$ cat config.mk
export PLATFORM = sky130hd
export DESIGN_NAME = instr_encoder
export DESIGN_NICKNAME = d
export VERILOG_FILES = /design/src/rtl/enc_pkg.sv /design/src/rtl/instr_pack.sv /design/src/rtl/instr_encoder.sv
export SDC_FILE = /design/constraint.sdc
export NUM_CORES = 1
export LEC_CHECK = 0
export CORE_ASPECT_RATIO = 0.7
export CORE_MARGIN = 3
export CORE_UTILIZATION = 40
export DETAILED_ROUTE_END_ITERATION = 6
export GPL_TIMING_DRIVEN = 0
export PLACE_DENSITY = 0.63
export REMOVE_ABC_BUFFERS = 1
export SLEW_MARGIN = 20
export SYNTH_ARGS = -nofsm -noshare
export SYNTH_HDL_FRONTEND = slang
export SYNTH_SLANG_ARGS = --single-unit
export TNS_END_PERCENT = 5
$ cat constraint.sdc
create_clock -name clk -period 3.75 [get_ports clk]
set_input_delay 0.75 -clock clk [delete_from_list [all_inputs] [get_ports clk]]
set_output_delay 0.75 -clock clk [all_outputs]
set_load 0.05 [all_outputs]
$ cat src/rtl/enc_pkg.sv
// Shared types and constants for the field-level RV instruction encoder.
// Latency: n/a (types, constants and one pure decode function).
// Backpressure: n/a.
package enc_pkg;

  // Major opcodes the encoder knows how to pack
  localparam logic [6:0] OP_LOAD   = 7'h03;
  localparam logic [6:0] OP_IMM    = 7'h13;
  localparam logic [6:0] OP_IMM32  = 7'h1b;
  localparam logic [6:0] OP_JALR   = 7'h67;
  localparam logic [6:0] OP_REG    = 7'h33;
  localparam logic [6:0] OP_REG32  = 7'h3b;
  localparam logic [6:0] OP_STORE  = 7'h23;
  localparam logic [6:0] OP_BRANCH = 7'h63;
  localparam logic [6:0] OP_AUIPC  = 7'h17;
  localparam logic [6:0] OP_LUI    = 7'h37;
  localparam logic [6:0] OP_JAL    = 7'h6f;

  // First-error codes reported on err_code
  localparam logic [1:0] ERR_NONE   = 2'd0;
  localparam logic [1:0] ERR_OPCODE = 2'd1;
  localparam logic [1:0] ERR_RANGE  = 2'd2;
  localparam logic [1:0] ERR_WRAP   = 2'd3;

  typedef enum logic [2:0] {
    FMT_I, FMT_SH, FMT_R, FMT_S, FMT_B, FMT_U, FMT_J, FMT_BAD
  } fmt_t;

  // One decoded field tuple as held in the first pipeline stage
  typedef struct packed {
    logic [6:0]  opcode;
    logic [4:0]  rd;
    logic [4:0]  rs1;
    logic [4:0]  rs2;
    logic [2:0]  funct3;
    logic [6:0]  funct7;
    logic [31:0] imm;
  } fields_t;

  // Instruction format implied by opcode (and funct3 for the shift-immediates)
  function automatic fmt_t fmt_of(input logic [6:0] op, input logic [2:0] f3);
    fmt_t f;
    f = FMT_BAD;
    case (op)
      OP_IMM, OP_IMM32:  f = (f3 == 3'b001 || f3 == 3'b101) ? FMT_SH : FMT_I;
      OP_LOAD, OP_JALR:  f = FMT_I;
      OP_REG, OP_REG32:  f = FMT_R;
      OP_STORE:          f = FMT_S;
      OP_BRANCH:         f = FMT_B;
      OP_AUIPC, OP_LUI:  f = FMT_U;
      OP_JAL:            f = FMT_J;
      default:           f = FMT_BAD;
    endcase
    return f;
  endfunction

endpackage

$ cat src/rtl/instr_pack.sv
// Packs a field tuple into a 32-bit RV word for a given format; flags out-of-range immediates.
// Latency: purely combinational.
// Backpressure: none; evaluated every cycle on whatever S1 holds. Range check only with ENC_RANGE_CHECK_EN.
module instr_pack
  import enc_pkg::*;
(
  input  fields_t     f,
  input  fmt_t        fmt,
  output logic [31:0] word,
  output logic        range_fail
);

  // Scatter the fields into the bit positions of the selected format
  always_comb begin
    word = 32'h0;
    case (fmt)
      FMT_I:  word = {f.imm[11:0], f.rs1, f.funct3, f.rd, f.opcode};
      FMT_SH: word = {f.funct7, f.imm[4:0], f.rs1, f.funct3, f.rd, f.opcode};
      FMT_R:  word = {f.funct7, f.rs2, f.rs1, f.funct3, f.rd, f.opcode};
      FMT_S:  word = {f.imm[11:5], f.rs2, f.rs1, f.funct3, f.imm[4:0], f.opcode};
      FMT_B:  word = {f.imm[12], f.imm[10:5], f.rs2, f.rs1, f.funct3,
                      f.imm[4:1], f.imm[11], f.opcode};
      FMT_U:  word = {f.imm[31:12], f.rd, f.opcode};
      FMT_J:  word = {f.imm[20], f.imm[10:1], f.imm[11], f.imm[19:12], f.rd, f.opcode};
      default: word = 32'h0;
    endcase
  end

`ifdef ENC_RANGE_CHECK_EN
  // Immediate must be representable by the format's encoded bits
  always_comb begin
    range_fail = 1'b0;
    case (fmt)
      FMT_I, FMT_S: range_fail = (f.imm[31:11] != {21{f.imm[11]}});
      FMT_B:        range_fail = (f.imm[31:12] != {20{f.imm[12]}}) | f.imm[0];
      FMT_J:        range_fail = (f.imm[31:20] != {12{f.imm[20]}}) | f.imm[0];
      FMT_U:        range_fail = (f.imm[11:0] != 12'h0);
      FMT_SH:       range_fail = (f.imm[11:5] != 7'h0);
      default:      range_fail = 1'b0;
    endcase
  end
`else
  // Without the check, bits outside the format are silently dropped
  assign range_fail = 1'b0;
`endif

endmodule

$ cat src/rtl/instr_encoder.sv
// Field-tuple to RV instruction encoder writing packed words to imem at an auto-incrementing address.
// Latency: tuple accepted at edge N -> mem_we with the word after edge N+1; one word/cycle while mem_ready.
// Backpressure: in_ready = !s1_valid | s2_free (combinational from mem_ready); S2 holds steady while stalled.
// Optional immediate range check enabled by defining ENC_RANGE_CHECK_EN.
module instr_encoder
  import enc_pkg::*;
#(
  parameter int          ADDR_W    = 10,
  parameter int unsigned BASE_ADDR = 0
) (
  input  logic              clk,
  input  logic              rst,
  input  logic              in_valid,
  output logic              in_ready,
  input  logic [6:0]        in_opcode,
  input  logic [4:0]        in_rd,
  input  logic [4:0]        in_rs1,
  input  logic [4:0]        in_rs2,
  input  logic [2:0]        in_funct3,
  input  logic [6:0]        in_funct7,
  input  logic [31:0]       in_imm,
  output logic              mem_we,
  output logic [ADDR_W-1:0] mem_addr,
  output logic [31:0]       mem_wdata,
  input  logic              mem_ready,
  output logic [ADDR_W:0]   count,
  output logic              err,
  output logic [1:0]        err_code,
  output logic              busy
);

  fields_t     in_fields;
  fields_t     s1_q;
  logic        s1_valid;
  logic        s2_valid;
  fmt_t        s1_fmt;
  logic [31:0] pack_word;
  logic        pack_fail;
  logic        s1_bad;
  logic        s2_free;
  logic        s1_adv;
  logic        accept;
  logic        complete;
  logic        wrapped_q;
  logic        err_set;
  logic [1:0]  err_new;

  assign in_fields = '{opcode: in_opcode, rd: in_rd, rs1: in_rs1, rs2: in_rs2,
                       funct3: in_funct3, funct7: in_funct7, imm: in_imm};

  assign complete = s2_valid & mem_ready;
  assign s2_free  = ~s2_valid | mem_ready;
  assign s1_adv   = s1_valid & s2_free;
  assign in_ready = ~s1_valid | s2_free;
  assign accept   = in_valid & in_ready;

  assign s1_fmt = fmt_of(s1_q.opcode, s1_q.funct3);
  assign s1_bad = (s1_fmt == FMT_BAD) | pack_fail;

  assign mem_we = s2_valid;
  assign busy   = s1_valid | s2_valid;

  instr_pack u_pack (
    .f          (s1_q),
    .fmt        (s1_fmt),
    .word       (pack_word),
    .range_fail (pack_fail)
  );

  // S1: capture accepted tuple; empties when it moves on (or is dropped)
  always_ff @(posedge clk) begin
    if (rst) begin
      s1_valid <= 1'b0;
      s1_q     <= '0;
    end else if (accept) begin
      s1_valid <= 1'b1;
      s1_q     <= in_fields;
    end else if (s1_adv) begin
      s1_valid <= 1'b0;
    end
  end

  // S2: holds the encoded word until imem takes it; bad tuples never land here
  always_ff @(posedge clk) begin
    if (rst) begin
      s2_valid  <= 1'b0;
      mem_wdata <= 32'h0;
    end else if (s1_adv && !s1_bad) begin
      s2_valid  <= 1'b1;
      mem_wdata <= pack_word;
    end else if (complete) begin
      s2_valid  <= 1'b0;
    end
  end

  // Write address, saturating write count and the has-wrapped marker
  always_ff @(posedge clk) begin
    if (rst) begin
      mem_addr  <= ADDR_W'(BASE_ADDR);
      count     <= '0;
      wrapped_q <= 1'b0;
    end else if (complete) begin
      mem_addr <= mem_addr + 1'b1;
      if (mem_addr == '1) wrapped_q <= 1'b1;
      if (count != '1) count <= count + 1'b1;
    end
  end

  // Pick this cycle's error; a write landing past the wrap is older than S1's tuple
  always_comb begin
    err_set = 1'b0;
    err_new = ERR_NONE;
    if (complete && wrapped_q) begin
      err_set = 1'b1;
      err_new = ERR_WRAP;
    end else if (s1_adv && s1_bad) begin
      err_set = 1'b1;
      err_new = (s1_fmt == FMT_BAD) ? ERR_OPCODE : ERR_RANGE;
    end
  end

  // Sticky error flag; only the first code is kept until reset
  always_ff @(posedge clk) begin
    if (rst) begin
      err      <= 1'b0;
      err_code <= ERR_NONE;
    end else if (err_set) begin
      err <= 1'b1;
      if (err_code == ERR_NONE) err_code <= err_new;
    end
  end

endmodule

==> out/results.ini, run 1 <==
[worst_setup_path]
crit_required_ns = 3.00
max_stage_delay_ns = 0.85
crit_buf_inv = 2
crit-reg2reg-launch = s1_q[61]
critical_path_class = input port to primary output
critPathLaunchType = input port
path_cells = clkdlybuf4s50_1 -> nand3b_1 -> clkdlybuf4s50_1
critPathSlowestCell = clkdlybuf4s50_1
crit_fanout = 4
crit_arrival_ns = 2.35
critical-path-top-delay-family = buffers and inverters
worst_path_most_repeated_cell = clkdlybuf4s50_1
worstSetupStartpoint = mem_ready
cp-end-kind = primary output

[cts]
post-cts-setup-buffers = 0
cts_made_buffers = 17
cts_resized = 0
cts.sinks = 123
cts_hold_buf = 0
cts_max_path_buffers = 2
root_buffer = clkbuf_16
cts_tree = built
clk_pin_slew_worst_paths_ns = 0.06
clock_latency_ns = 0.41
h-tree-depth = 4

[placement]
dp_hpwl_um = 9345
place_ws_ns = 0.6565
placedCellCount = 859
routabilityCongestion = 0.8407

[sta]
relSlewSlack_pct = 44.17
min_period_ns = 3.103
setup_viol = 0
layout_worst_path_cycle_share_pct = 82.74
hold_viol = 0
fmax_ghz = 0.3223
setup_slack_ns = 0.6472
finalSetupTns_ns = 0
max_slew.worst_pin.slew_ns = 0.8344
finalMaxSlewViolations = 0
rsz0062_at_grt = no
finClkSkew_ns = 0.007446

[cells_and_area]
inv_count = 13
fin_cells = 891
clk_share_pct = 8.354
buffer_area_share_pct = 18.74
antenna_cells = 0
sh_comb_area_pct = 34.27
comb_cells = 438
layout.clock_buffers = 18
largestClassByArea = registers
area_growth_syn_to_layout_pct = 37.44
seq_cells = 123
reg.largest.list = s1_q: 64 flops, mem_wdata: 32 flops, count: 11 flops
drive_gt1_share_pct = 8.174
finalNetCount = 791
register_area_um2 = 2462
largest_reg_flops = 64
num-nonclk-buffers = 128
regMostFlops = s1_q
fill_cells = 1076
comb_area_um2 = 2402

[floorplan]
rows = 33
die_h_um = 100.5
die_w_um = 141.0
fp-utilization_pct = 42.30
chip_area_um2 = 14160

[synthesis]
mux_share_pct = 0.8096
edf_count = 0
avgSynthCellArea_um2 = 8.306
aoi_share_pct = 19.90
synth_flops = 123
yosysSeqAreaShare_pct = 48.28
syn_area_um2 = 5100
synth_cell_types = 53
logic_family = simple AND/OR/NAND/NOR gates
ys_chip_area_um2 = 5100
synth_warnings = 0
simple_gate_area_share_pct = 23.45
async_flop_share_pct = 0
synthAdderAreaFrac_pct = 0.4907
xor_share_pct = 2.233
yosysCellCount = 614
synthCells = 614
ff_type = dfxtp_1

[grt]
grt_pass1_vias = 4560
grt_pass1_wl_um = 22800
grt_max_degree = 65
gr-total-overflow = 0
grt_antenna_before_repair = 0

[routing]
drtPass1Iterations = 4
ant_nets = 0
vias_per_cell = 5.221
drcViolationCount = 0
first_iter_violations = 312

[power_and_ir_drop]
ir_drop_mv = 0.3198
cellPowerDensity_nw_per_um2 = 457.5
p_leak_nw = 2.546

[status]
status = finished clean

[hold_path]
hold_path_class = register to register
min_from = s1_q[56]

[run]
warnings = 25
maxCapViolCount = 0

## run 1: per-stage QoR
stage | total power (W) | hold WS, ns | area (um^2) | util [%]
2_1_floorplan | 0.001496 | 0.4298 | 4902 | -
3_3_place_gp | 0.001625 | 0.4422 | 6360 | 52.75
3_5_place_dp | 0.001630 | 0.4461 | 6424 | 53.28
4_1_cts | 0.003232 | 0.4539 | 7009 | 58.14
5_1_grt | 0.003316 | 0.4748 | 7009 | 58.14
6_report | 0.003207 | 0.4550 | 7009 | 58.14
## run 1: worst min-delay path: stages, from the launching register on
cell	delay, ns
dfxtp_1	0.31
nand2_1	0.05
a21oi_1	0.05
## run 1: synthesized netlist by cell type (2+ instances only)
| cell | n | area, um^2 |
|---|---|---|
| nand2_1 | 154 | 578.1 |
| dfxtp_1 | 123 | 2462 |
| a21oi_1 | 88 | 440.4 |
| nor2_1 | 56 | 210.2 |
| clkbuf_1 | 21 | 78.83 |
| a221oi_1 | 20 | 175.2 |
| o21ai_0 | 14 | 70.07 |
| inv_1 | 12 | 45.04 |
| buf_2 | 8 | 40.04 |
| xor2_1 | 8 | 70.07 |
| nand3_1 | 7 | 35.03 |
| nor3_2 | 7 | 70.07 |
| nand4_1 | 6 | 37.54 |
| nor3_1 | 6 | 30.03 |
| buf_1 | 5 | 18.77 |
| o21ai_1 | 5 | 25.02 |
| or3_1 | 5 | 31.28 |
| xnor2_1 | 5 | 43.79 |
| a222oi_1 | 4 | 40.04 |
| and2_1 | 4 | 25.02 |
| buf_6 | 4 | 45.04 |
| o32ai_2 | 4 | 65.06 |
| mux2i_1 | 3 | 30.03 |
| nand2b_1 | 3 | 18.77 |
| or2_2 | 3 | 18.77 |
| a211oi_1 | 2 | 15.01 |
| a31oi_1 | 2 | 12.51 |
| and3_1 | 2 | 12.51 |
| buf_4 | 2 | 15.01 |
| ha_1 | 2 | 25.02 |
| nand4bb_1 | 2 | 22.52 |
| nor2b_1 | 2 | 12.51 |
| nor3b_1 | 2 | 15.01 |
| o21a_1 | 2 | 15.01 |
| o2bb2ai_1 | 2 | 17.52 |
| o32ai_1 | 2 | 17.52 |
## run 1: final timing paths
check	to	slack [ns]	cells after the start
max	in_ready	0.65	3
min	s1_q[56]	0.46	2
min reg2reg	s1_q[56]	0.46	2
max reg2reg	mem_wdata[29]	0.97	5
## run 1: metal layers
layer | vias up | part of all wire, % | wire, um | track usage, %
met1 | 2193 | 49 | 6863 | 27.86
met5 | - | 0 | 0 | 0
met4 | 0 | 0.47 | 66 | 4.989
li1 | 2330 | - | - | -
met3 | 5 | 6.1 | 853 | 5.832
met2 | 124 | 45 | 6307 | 30.74
## run 1: power breakdown
part | switching [W] | internal, W | leakage (nW)
Combinational | 0.000111 | 0.000108 | 1.27
Sequential | 0.0000358 | 0.00135 | 1.00
Clock | 0.000608 | 0.000995 | 0.271
Total | 0.000755 | 0.00245 | 2.55
## run 1: cell usage in the layout (no fill, tap or decap), drive strengths merged, types with 8 or more instances in the layout
cell type        n
o21ai           20
nor3            13
clkdlybuf4s50  125
a221oi          20
xor2             8
nand2          154
a21oi           88
dfxtp          123
nor2            56
clkbuf          18
inv             15
run_1/wire_density.png
28 x 20 tiles, from black (low) to pale yellow (high), scaled to the fullest tile. Values are wire area over tile area, all layers added.
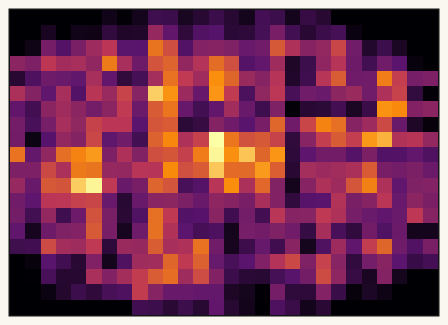
tiles over half the peak: 20%
densest ninth of the die: middle
fullest tile: 0.49
Routed WL: 14090 um
GR Util All Layers: 20.01%
Vias: 4652
Avg WL per Cell: 15.81 um

run_1/met3.png
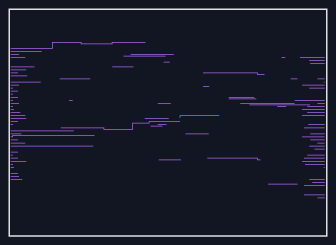
longest straight run: 36.6 um
main direction: horizontal
wire length on this layer: 854 um
share of all routed wire: 6.1%
met3 Track Usage GR: 5.832%

run_1/final_placement.png
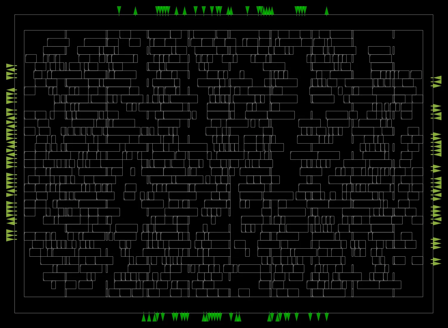
Seq area share: 35.13%
CORE AREA: 12060 um^2
Tapcell Cnt: 157

run_1/port_nets.png
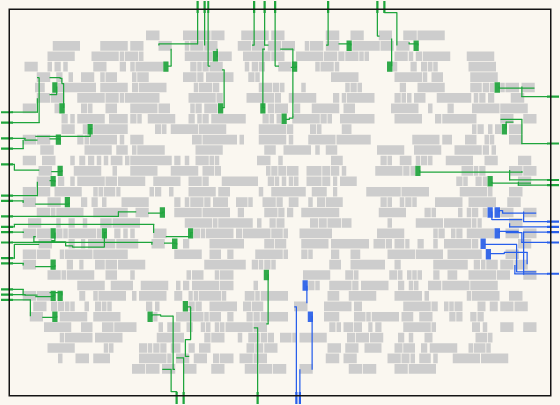
| colour | port | direction | edge | end cells | buffers | wire |
|---|---|---|---|---|---|---|
| green | in_imm | input | 16 left, 9 top, 4 right, 3 bottom | 32 | 32 | 694 um |
| blue | in_opcode | input | 5 right, 2 bottom | 7 | 7 | 168 um |
port buffer count: 126
io pins: 127

run_1/registers.png
Other sequential cells in the stronger grey, the rest of the logic in the fainter grey.
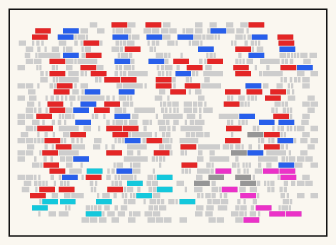

==> run 2, diff against run 1 <==
--- a/config.mk
+++ b/config.mk
@@ -10,7 +10,7 @@
 export CORE_UTILIZATION = 40
 export DETAILED_ROUTE_END_ITERATION = 6
 export GPL_TIMING_DRIVEN = 0
-export PLACE_DENSITY = 0.63
+export PLACE_DENSITY = 0.66
 export REMOVE_ABC_BUFFERS = 1
 export SLEW_MARGIN = 20
 export SYNTH_ARGS = -nofsm -noshare
==> constraint.sdc (replaced) <==
create_clock -name clk -period 2.7 [get_ports clk]
set_input_delay 0.54 -clock clk [delete_from_list [all_inputs] [get_ports clk]]
set_output_delay 0.54 -clock clk [all_outputs]
set_load 0.05 [all_outputs]
run_2/registers.png
Other sequential cells in the stronger grey, the rest of the logic in the fainter grey.
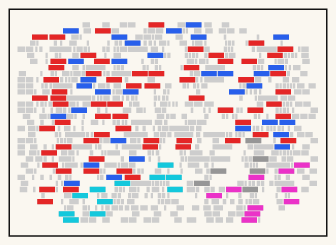
| colour | signal | sequential cells |
|---|---|---|
| magenta | mem_addr | 10 |
| blue | mem_wdata | 32 |
| red | s1_q | 64 |
| cyan | count | 11 |
not coloured: 6

==> out/results.ini, run 2 <==
[status]
status = finished clean

[cts]
root_buffer = clkbuf_16
cts_max_path_buffers = 2
cts.sinks = 123
cts_tree = built
clock_latency_ns = 0.41
clk_pin_slew_worst_paths_ns = 0.06
post-cts-setup-buffers = 0
cts_made_buffers = 17
cts_hold_buf = 0
h-tree-depth = 4

[grt]
grt_usage_pct = 20.01
gr-total-overflow = 0
grt_pass1_vias = 4572
grt_pass1_wl_um = 22570
grt_max_degree = 65
grt_antenna_before_repair = 0

[placement]
io_buffers = 126
dpl_cell_area_um2 = 6424
routabilityCongestion = 0.8674
dp_hpwl_um = 9402
place_ws_ns = -0.1251

[synthesis]
synthCells = 614
synth_cell_types = 53
avgSynthCellArea_um2 = 8.306
synthTopCellsByArea = dfxtp_1, nand2_1, a21oi_1
ys_chip_area_um2 = 5100
yosysSeqAreaShare_pct = 48.28
synth_flops = 123
ff_type = dfxtp_1
syn_area_um2 = 5100
async_flop_share_pct = 0
most_common_cell = nand2_1
yosysCellCount = 614
synth_warnings = 0
yosysTopAreaCell = dfxtp_1
yosys-top-cells-count = nand2_1, dfxtp_1, a21oi_1
edf_count = 0
yosysTopAreaCellShare_pct = 48.28

[sta]
min_period_ns = 2.467
fmax_ghz = 0.4054
rsz0062_at_grt = no
max_slew.worst_pin.slew_ns = 0.8275
holdWs_ns = 0.4548
finalSetupTns_ns = 0
setup_slack_ns = 0.2331
layout_worst_path_cycle_share_pct = 91.37
relSlewSlack_pct = 44.63
finClkSkew_ns = 0.008265
setup_viol = 0
finalMaxSlewViolations = 0
hold_viol = 0

[floorplan]
ios = 127
core_area_um2 = 12060
rows = 33
die_h_um = 100.5
fp-utilization_pct = 42.30
chip_area_um2 = 14160
die_w_um = 141.0

[routing]
wl_per_cell_um = 15.74
drtPass1Iterations = 5
first_iter_violations = 293
vias_per_cell = 5.236
drt_wl_total_um = 14020
drcViolationCount = 0
dr_total_vias = 4665
ant_nets = 0

[worst_setup_path]
crit_arrival_ns = 2.78
cp-end-kind = register
crit_required_ns = 3.01
critPathLaunchType = register
crit_fanout = 23
critical_path_class = register to register

[cells_and_area]
finalNetCount = 791
area_growth_syn_to_layout_pct = 38.10
reg.largest.list = s1_q: 64 flops, mem_wdata: 32 flops, count: 11 flops
finish.utilization_pct = 58.42
final_area_um2 = 7043
largest_reg_flops = 64
antenna_cells = 0
layout.cells.most_common = nand2_1
register_area_um2 = 2462
lay_top_cells = nand2_1, clkdlybuf4s50_1, dfxtp_1
comb_area_um2 = 2410
fill_cells = 1086
drive_gt1_share_pct = 8.174
regMostFlops = s1_q

[hold_path]
hold_path_class = register to register

[power_and_ir_drop]
cellPowerDensity_nw_per_um2 = 645.6
ir_drop_mv = 0.4523
p_leak_nw = 2.566

[run]
warnings = 25
maxCapViolCount = 0

run_2/port_nets.png
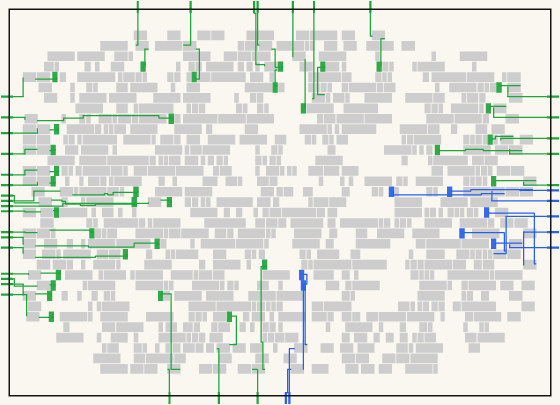
| colour | port | direction | edge | end cells | buffers | wire |
|---|---|---|---|---|---|---|
| green | in_imm | input | 17 left, 7 top, 5 right, 3 bottom | 32 | 32 | 695 um |
| blue | in_opcode | input | 5 right, 2 bottom | 7 | 7 | 238 um |

run 2: cell counts after synthesis:
Identical to the previous run, type by type.
run 2: area by class of cell:
type | count | share of cell area [%]
Sequential cell | 123 | 34.96
Multi-Input combinational cell | 438 | 34.22
Timing Repair Buffer | 128 | 18.69
Clock buffer | 19 | 6.289
Tap cell | 157 | 2.789
Clock inverter | 13 | 2.363
Inverter | 13 | 0.6928
run 2: logic make-up (layout without fill, tap and decap cells):
kind of cell	Yosys count	count (layout)	share of synthesized area [%]
simple gates	266	266	23.45
compound gates	153	153	19.90
flops	123	123	48.28
buf+inv	53	173	4.833
xor+xnor	13	13	2.233
mux	4	4	0.8096
fa+ha+maj	2	2	0.4906
run 2: repair_timing:
item | CTS | global route
hold endpoints to repair | 0 | 0
endpoints found under the setup margin | 6 | 2
pin swaps | 0 | 0
resized | 1 | 2
run 2: metrics by stage:
stage          std cells  total power [W]
3_5_place_dp         859         0.002266
3_3_place_gp         857         0.002258
2_1_floorplan        574         0.002078
4_1_cts              891         0.004591
5_1_grt              891         0.004713
6_report             891         0.004547
run 2: path summary, 6_finish.rpt:
check,startpoint,to,slack (ns),depth (start not counted)
worst max-delay path,s1_q[61],mem_wdata[28],0.23,6
worst min-delay path,s1_q[10],s1_q[10],0.45,2
worst max register to register,s1_q[61],mem_wdata[28],0.23,6
worst min register to register,s1_q[10],s1_q[10],0.45,2
run 2: critical path: stages (launching register included):
cell	delay (ns)
dfxtp_1	0.56
nor3b_2	0.34
and3_2	0.50
o21a_4	0.35
buf_16	0.21
o311ai_4	0.19
o32ai_1	0.20
run 2: metal layers:
metal / vias to the layer above / track usage (%) / share of wire (%)
li1: 2335 / - / -
met1: 2167 / 27.98 / 48
met2: 151 / 29.45 / 44
met3: 12 / 6.543 / 7.3
met4: 0 / 6.255 / 1.1
met5: - / 0 / 0
run 2: report_power, final:
part | leakage [nW] | switching [W] | internal (W) | total, W
clock network | 0.290 | 0.000837 | 0.00148 | 0.00232
registers | 1.00 | 0.0000491 | 0.00187 | 0.00192
logic | 1.27 | 0.000156 | 0.000150 | 0.000306
run_2/final_placement.png
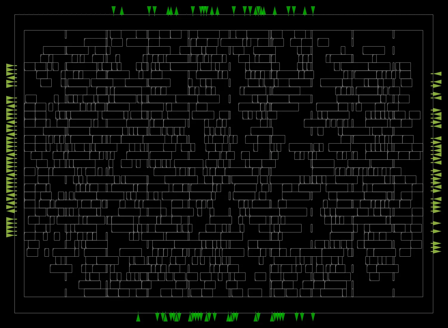

==> run 3, diff against run 2 <==
--- a/config.mk
+++ b/config.mk
@@ -9,8 +9,8 @@
 export CORE_MARGIN = 3
 export CORE_UTILIZATION = 40
 export DETAILED_ROUTE_END_ITERATION = 6
-export GPL_TIMING_DRIVEN = 0
 export PLACE_DENSITY = 0.66
+export RECOVER_POWER = 100
 export REMOVE_ABC_BUFFERS = 1
 export SLEW_MARGIN = 20
 export SYNTH_ARGS = -nofsm -noshare
run_3/final_placement.png
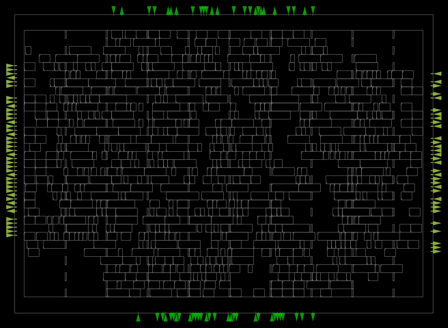
Seq cells: 123
final design utilization: 57.59%
standard-cell rows: 33

==> out/results.ini, run 3 <==
[cells_and_area]
reg.largest.list = s1_q: 64 flops, mem_wdata: 32 flops, count: 11 flops
lay_top_cells = nand2_1, dfxtp_1, a21oi_1
layout.cells.most_common = nand2_1
finalNetCount = 798
largest_reg_flops = 64
fill_cells = 1079
regMostFlops = s1_q
antenna_cells = 0
area_growth_syn_to_layout_pct = 36.14

[worst_setup_path]
critPathLaunchType = input port
critical-path-top-delay-family = buffers and inverters
critical_path_class = input port to primary output
reg2reg_slack_ns = 0.43
crit_buf_inv = 2
crit_required_ns = 2.16
critPathSlowestCell = dlygate4sd3_1
max_stage_delay_ns = 0.59
cp-end-kind = primary output
path_cells = dlygate4sd3_1 -> nand3b_1 -> clkbuf_1

[synthesis]
synth_warnings = 0
edf_count = 0
yosysTopAreaCellShare_pct = 48.28
synth_cell_types = 53
ff_type = dfxtp_1
yosys-top-cells-count = nand2_1, dfxtp_1, a21oi_1
yosysCellCount = 614
synthTopCellsByArea = dfxtp_1, nand2_1, a21oi_1
synth_flops = 123
most_common_cell = nand2_1
avgSynthCellArea_um2 = 8.306
syn_area_um2 = 5100
ys_chip_area_um2 = 5100
synthCells = 614
yosysSeqAreaShare_pct = 48.28
yosysTopAreaCell = dfxtp_1

[power_and_ir_drop]
p_int_w = 0.003369
cellPowerDensity_nw_per_um2 = 622.5
p_sw_share_pct = 22.06
clkPwrFrac_pct = 48.6
combPwrFrac_pct = 7.0
p_leak_nw = 2.750
seqPwrFrac_pct = 44.5
p_sw_w = 0.0009534

[routing]
drtPass1Iterations = 6
ant_nets = 0
vias_per_cell = 5.251
first_iter_violations = 362
drcViolationCount = 0

[run]
warnings = 25
maxCapViolCount = 1

[cts]
clk_pin_slew_worst_paths_ns = 0.05
cts_max_path_buffers = 2
cts.sinks = 123
cts_hold_buf = 0
cts_resized = 0
h-tree-depth = 4
root_buffer = clkbuf_16
cts_tree = built
clock_latency_ns = 0.41
post-cts-setup-buffers = 0
cts_made_buffers = 17

[sta]
layout_worst_path_cycle_share_pct = 87.76
max_slew.worst_pin.slew_ns = 1.497
holdWs_ns = 0.4538
relSlewSlack_pct = 0.1756
setup_viol = 0
hold_viol = 0
fmax_ghz = 0.4220
finClkSkew_ns = 0.007596
rsz0062_at_grt = no
min_period_ns = 2.370
finalMaxSlewViolations = 0

[status]
violations = capacitance limit
status = finished with violations

[floorplan]
chip_area_um2 = 14160
ios = 127
fp-utilization_pct = 42.30
die_h_um = 100.5
die_w_um = 141.0
core_area_um2 = 12060

[hold_path]
hold_path_class = register to register

[grt]
grt_pass1_wl_um = 23200
gr-total-overflow = 0
grt_max_degree = 65
grt_pass1_vias = 4698
grt_antenna_before_repair = 0
grt_usage_pct = 20.35

[placement]
routabilityCongestion = 0.8503
dp_hpwl_um = 9491
io_buffers = 126
dpl_cell_area_um2 = 6476

run_3/wire_density.png
28 x 20 tiles, from black (low) to pale yellow (high), scaled to the fullest tile. Values are wire area over tile area, all layers added.
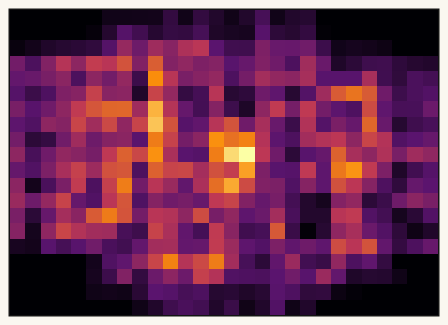
Avg WL per Cell: 15.54 um
Routed WL: 13920 um
Vias: 4705

==> run 3: cell counts after synthesis <==
No cell type changed its count.
==> run 3: metal layers <==
metal / global-route usage [%] / up-vias / wire length (um)
li1: - / 2345 / -
met1: 28.38 / 2197 / 6680
met2: 31.25 / 148 / 6144
met3: 5.690 / 15 / 951
met4: 5.436 / 0 / 145
met5: 0 / - / 0
==> run 3: final cells by class <==
type	instances	area, um^2	share of cell area [%]
Sequential cell	123	2462	35.47
Clock inverter	7	66.31	0.9551
Multi-Input combinational cell	438	2345	33.77
Inverter	13	48.80	0.7028
Tap cell	157	196.4	2.829
Timing Repair Buffer	135	1336	19.25
Clock buffer	23	488.0	7.028
==> run 3: worst min-delay path, cell delays in order (launching register included) <==
cell	delay, ns
dfxtp_1	0.30
nand2_1	0.05
a21oi_1	0.05
==> run 3: cells by family (layout without fill, tap and decap cells) <==
family                     Yosys count  in the layout  synth area share [%]
DFF                                123            123                 48.28
xor gates and xnor gates            13             13                 2.233
adders and majority gates            2              2                0.4906
buffers and inverters               53            178                 4.833
AOI/OAI and AO/OA                  153            153                 19.90
muxes                                4              4                0.8096
and+or+nand+nor                    266            266                 23.45
==> run 3: path summary, 6_finish.rpt <==
path | startpoint | endpoint | depth (start not counted)
worst max-delay path | mem_ready | in_ready | 3
worst min-delay path | s1_q[55] | s1_q[55] | 2
worst max register to register | s1_q[63] | mem_wdata[28] | 5
worst min register to register | s1_q[55] | s1_q[55] | 2
==> run 3: stage by stage <==
step | setup slack [ns] | setup TNS [ns] | power (W) | util (%) | cells
3_5_place_dp | 0.3758 | 0 | 0.002270 | 53.72 | 866
5_1_grt | 0.1900 | 0 | 0.004480 | 57.59 | 896
4_1_cts | 0.3881 | 0 | 0.004375 | 58.31 | 896
3_3_place_gp | 0.4410 | 0 | 0.002260 | 53.72 | 866
2_1_floorplan | -0.06906 | -4.420 | 0.002078 | - | 574
6_report | 0.3305 | 0 | 0.004322 | 57.59 | 896
==> run 3: power groups by stage <==
stage	clock [W]	sequential [W]	combinational, W
floorplan	0	0.00196	0.000117
global placement	0	0.00196	0.000305
detailed placement	0	0.00196	0.000311
CTS	0.00214	0.00192	0.000313
global route	0.00222	0.00193	0.000336
finish	0.00210	0.00192	0.000302
Power is estimated from default activity; no workload was simulated.
